### src/rtl/arbiter_types.sv
// Shared types and default widths for the icache/dcache memory arbiter.
package arbiter_types;

  localparam int ADDR_WIDTH_DEF = 16;
  localparam int LINE_WIDTH_DEF = 128;

  typedef enum logic [1:0] {
    IDLE   = 2'd0,
    BUSY_I = 2'd1,
    BUSY_D = 2'd2,
    RESP   = 2'd3
  } state_e;

  typedef enum logic {
    REQ_I = 1'b0,
    REQ_D = 1'b1
  } req_e;

endpackage

### src/rtl/arb_rr_select.sv
// Two-way round-robin pick: a lone requester wins, a collision goes to
// whoever was not granted last.
import arbiter_types::*;

module arb_rr_select (
  input  logic req_i,
  input  logic req_d,
  input  req_e last,
  output req_e grant
);

  // Combinational winner selection; defaults to icache when nobody asks.
  always_comb begin
    grant = REQ_I;
    if (req_i && req_d) begin
      grant = (last == REQ_I) ? REQ_D : REQ_I;
    end else if (req_d) begin
      grant = REQ_D;
    end
  end

endmodule

### src/rtl/cache_arbiter.sv
// Arbitrates icache reads and dcache reads/writebacks onto one physical
// memory port. One transaction in flight; pmem side driven from registers.
import arbiter_types::*;

module cache_arbiter #(
  parameter int ADDR_WIDTH = ADDR_WIDTH_DEF,
  parameter int LINE_WIDTH = LINE_WIDTH_DEF
) (
  input  logic                  clk,
  input  logic                  rst,
  input  logic                  i_read,
  input  logic [ADDR_WIDTH-1:0] i_address,
  output logic [LINE_WIDTH-1:0] i_rdata,
  output logic                  i_resp,
  input  logic                  d_read,
  input  logic                  d_write,
  input  logic [ADDR_WIDTH-1:0] d_address,
  input  logic [LINE_WIDTH-1:0] d_wdata,
  output logic [LINE_WIDTH-1:0] d_rdata,
  output logic                  d_resp,
  output logic                  pmem_read,
  output logic                  pmem_write,
  output logic [ADDR_WIDTH-1:0] pmem_address,
  output logic [LINE_WIDTH-1:0] pmem_wdata,
  input  logic [LINE_WIDTH-1:0] pmem_rdata,
  input  logic                  pmem_resp
);

  state_e                state_q, state_d;
  req_e                  last_q, last_d;   // also identifies the current owner
  req_e                  gnt;
  logic                  load, capture;
  logic                  op_wr_q;
  logic [ADDR_WIDTH-1:0] addr_q;
  logic [LINE_WIDTH-1:0] wdata_q;
  logic [LINE_WIDTH-1:0] i_rdata_q, d_rdata_q;
  logic                  busy;

  arb_rr_select u_rr (
    .req_i (i_read),
    .req_d (d_read | d_write),
    .last  (last_q),
    .grant (gnt)
  );

  // Next-state: grant from IDLE, wait for memory in BUSY, one RESP cycle.
  always_comb begin
    state_d = state_q;
    last_d  = last_q;
    load    = 1'b0;
    capture = 1'b0;
    case (state_q)
      IDLE: begin
        if (i_read || d_read || d_write) begin
          load    = 1'b1;
          last_d  = gnt;
          state_d = (gnt == REQ_D) ? BUSY_D : BUSY_I;
        end
      end
      BUSY_I, BUSY_D: begin
        if (pmem_resp) begin
          capture = 1'b1;
          state_d = RESP;
        end
      end
      RESP:    state_d = IDLE;
      default: state_d = IDLE;
    endcase
  end

  // FSM and last-grant registers.
  always_ff @(posedge clk) begin
    if (rst) begin
      state_q <= IDLE;
      last_q  <= REQ_I;
    end else begin
      state_q <= state_d;
      last_q  <= last_d;
    end
  end

  // Request latch at grant and read-line capture on memory response.
  always_ff @(posedge clk) begin
    if (rst) begin
      op_wr_q   <= 1'b0;
      addr_q    <= '0;
      wdata_q   <= '0;
      i_rdata_q <= '0;
      d_rdata_q <= '0;
    end else begin
      if (load) begin
        // A simultaneous dcache read+write is treated as the writeback.
        op_wr_q <= (gnt == REQ_D) && d_write;
        addr_q  <= (gnt == REQ_D) ? d_address : i_address;
        wdata_q <= (gnt == REQ_D) ? d_wdata : '0;
      end
      if (capture && !op_wr_q) begin
        if (state_q == BUSY_I) i_rdata_q <= pmem_rdata;
        else                   d_rdata_q <= pmem_rdata;
      end
    end
  end

  // Outputs are pure decodes of registered state.
  assign busy         = (state_q == BUSY_I) || (state_q == BUSY_D);
  assign pmem_read    = busy && !op_wr_q;
  assign pmem_write   = busy &&  op_wr_q;
  assign pmem_address = addr_q;
  assign pmem_wdata   = wdata_q;
  assign i_resp       = (state_q == RESP) && (last_q == REQ_I);
  assign d_resp       = (state_q == RESP) && (last_q == REQ_D);
  assign i_rdata      = i_rdata_q;
  assign d_rdata      = d_rdata_q;

endmodule

### config.mk
export PLATFORM = sky130hd
export DESIGN_NAME = cache_arbiter
export DESIGN_NICKNAME = d
export VERILOG_FILES = /design/src/rtl/arbiter_types.sv /design/src/rtl/arb_rr_select.sv /design/src/rtl/cache_arbiter.sv
export SDC_FILE = /design/constraint.sdc
export NUM_CORES = 1
export LEC_CHECK = 0
export CAP_MARGIN = 20
export CORE_AREA = 2 2 271 273
export DETAILED_ROUTE_END_ITERATION = 12
export DIE_AREA = 0 0 273 275
export GPL_TIMING_DRIVEN = 0
export RECOVER_POWER = 25
export SLEW_MARGIN = 20
export SYNTH_ARGS = -nofsm -noshare
export SYNTH_HDL_FRONTEND = slang
export SYNTH_HIERARCHICAL = 1
export SYNTH_SLANG_ARGS = --single-unit
### constraint.sdc
create_clock -name clk -period 1.8 [get_ports clk]
set_input_delay 0.45 -clock clk [delete_from_list [all_inputs] [get_ports clk]]
set_output_delay 0.45 -clock clk [all_outputs]
set_load 0.03 [all_outputs]
==> impl_metrics.toml <==
# physical design summary
[synthesis]
postSynthCellCount = 1789
top_area_share_pct = 56.2
yosys-top-cells-count = "nand2_1, dfxtp_1, a21oi_1, nand3_1, clkbuf_1"
synth_top_cell_by_count = "nand2_1"
ys_warn_count = 6
syn_area_per_cell_um2 = 8.05

[run_status]
violations = "negative setup slack"
status = "finished with violations"

[placed_design]
port_buffers = 696
placedInstanceArea_um2 = 22600

[route]
ant_nets = 0
avgViaCountPerCell = 4.30
vias = 15200

[floorplanning]
die_h_um = 275
fp_util_pct = 19.9
die_area_um2 = 75100

[final_timing]
setup_tns_ns = -0.787
fin_ws_ns = -0.225
setup_violations = 8
hold_viol = 0

[global_routing]
track_usage_pct = 17.5
overflow = 0

[layout]
final_common_cell = "nand2_1"
fin_nets = 2839
utilization_pct = 33.7
final_cells = 3537

[setup_path]
crit_type = "flip-flop to output pin"

[min_path]
hold_class = "input pin to flip-flop"

[power]
p_leak_nw = 9.04

[cts]
cts_max_level = 2
ctsLongestPathBuffers = 3
path summary, 6_finish.rpt:
check           startpoint             to  slack, ns  depth (start not counted)
max             state_q[1]      pmem_read      -0.23                          4
max reg2reg     state_q[1]   i_rdata[119]      -0.01                          8
min reg2reg  pmem_wdata[1]  pmem_wdata[1]       0.45                          2
min                d_write        op_wr_q       0.28                          3
critical path, stage by stage (launching register included):
cell,delay [ns]
dfxtp_2,0.35
inv_4,0.05
ha_4,0.30
nor2b_4,0.15
buf_6,0.15
cell families after synthesis:
| family | synth area share [%] |
|---|---|
| compound gates | 15.0 |
| fa+ha+maj | 0.348 |
| buf+inv | 4.81 |
| flops | 56.2 |
| mux | 1.26 |
| simple gates | 22.4 |
layer usage:
metal,wire [um],global-route usage [%]
met1,26100,19.0
met2,34800,31.6
met3,5650,5.41
met4,2970,7.42
met5,28,0
layout make-up:
type / instances / area (um2) / area share [%]
clock inverters: 18 / 294 / 1.21
diodes: 2 / 5.00 / 0.0205
clock buffers: 65 / 1300 / 5.35
multi-input cells: 1233 / 5740 / 23.5
inverters: 2 / 10.0 / 0.0411
plain buffers: 150 / 997 / 4.09
well taps: 959 / 1200 / 4.92
repair buffers: 704 / 6740 / 27.6
flip-flops and latches: 404 / 8090 / 33.2
sequential cells by signal, summed over array words and instances, names as in the netlist:
register,count
op_wr_q,1
d_rdata,128
i_rdata,128
pmem_address,16
pmem_wdata,128
state_q,2
last_q,1
power by group:
part	internal (mW)	leakage, nW	switching (mW)
sequential	10.5	3.29	0.845
combinational	5.04	4.97	9.30
clock	6.07	0.782	4.01
timing repair:
| action | 4_1_cts | 5_1_grt |
|---|---|---|
| buffers inserted | 2 | 6 |
| gates resized | 1023 | 245 |
| pin swaps | 1 | 2 |
| endpoints found under the setup margin | 794 | 352 |
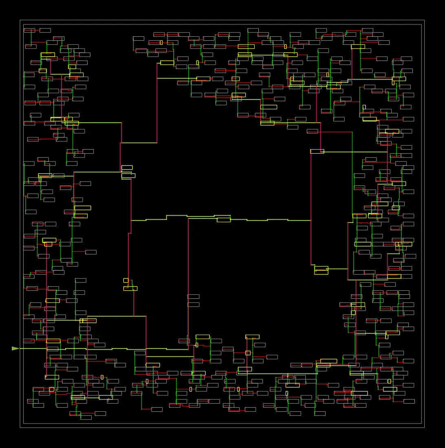
Fig. 1. Clock routing.
registers: 404
Latency at later pin: 0.58 ns

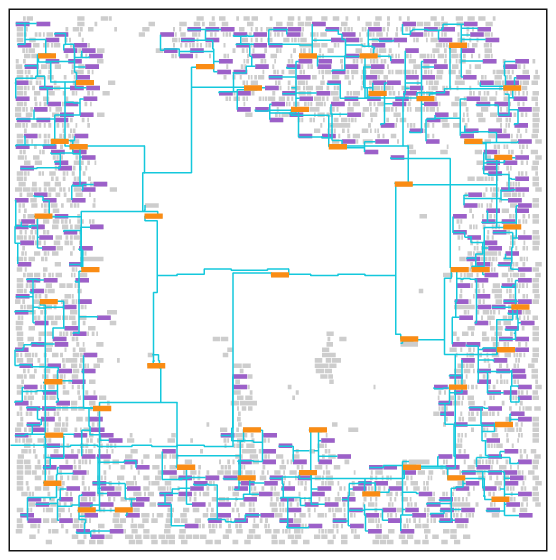
Fig. 2. Clock wires, drivers and flops.
clock wires -> cyan  # length 6050 um
flip-flops -> purple  # count 404
cells driving clock nets -> orange  # count 46
routed clock nets = 47
flops lie = spread over the die

No activity file was given, so power comes from the tool's default toggle rates.
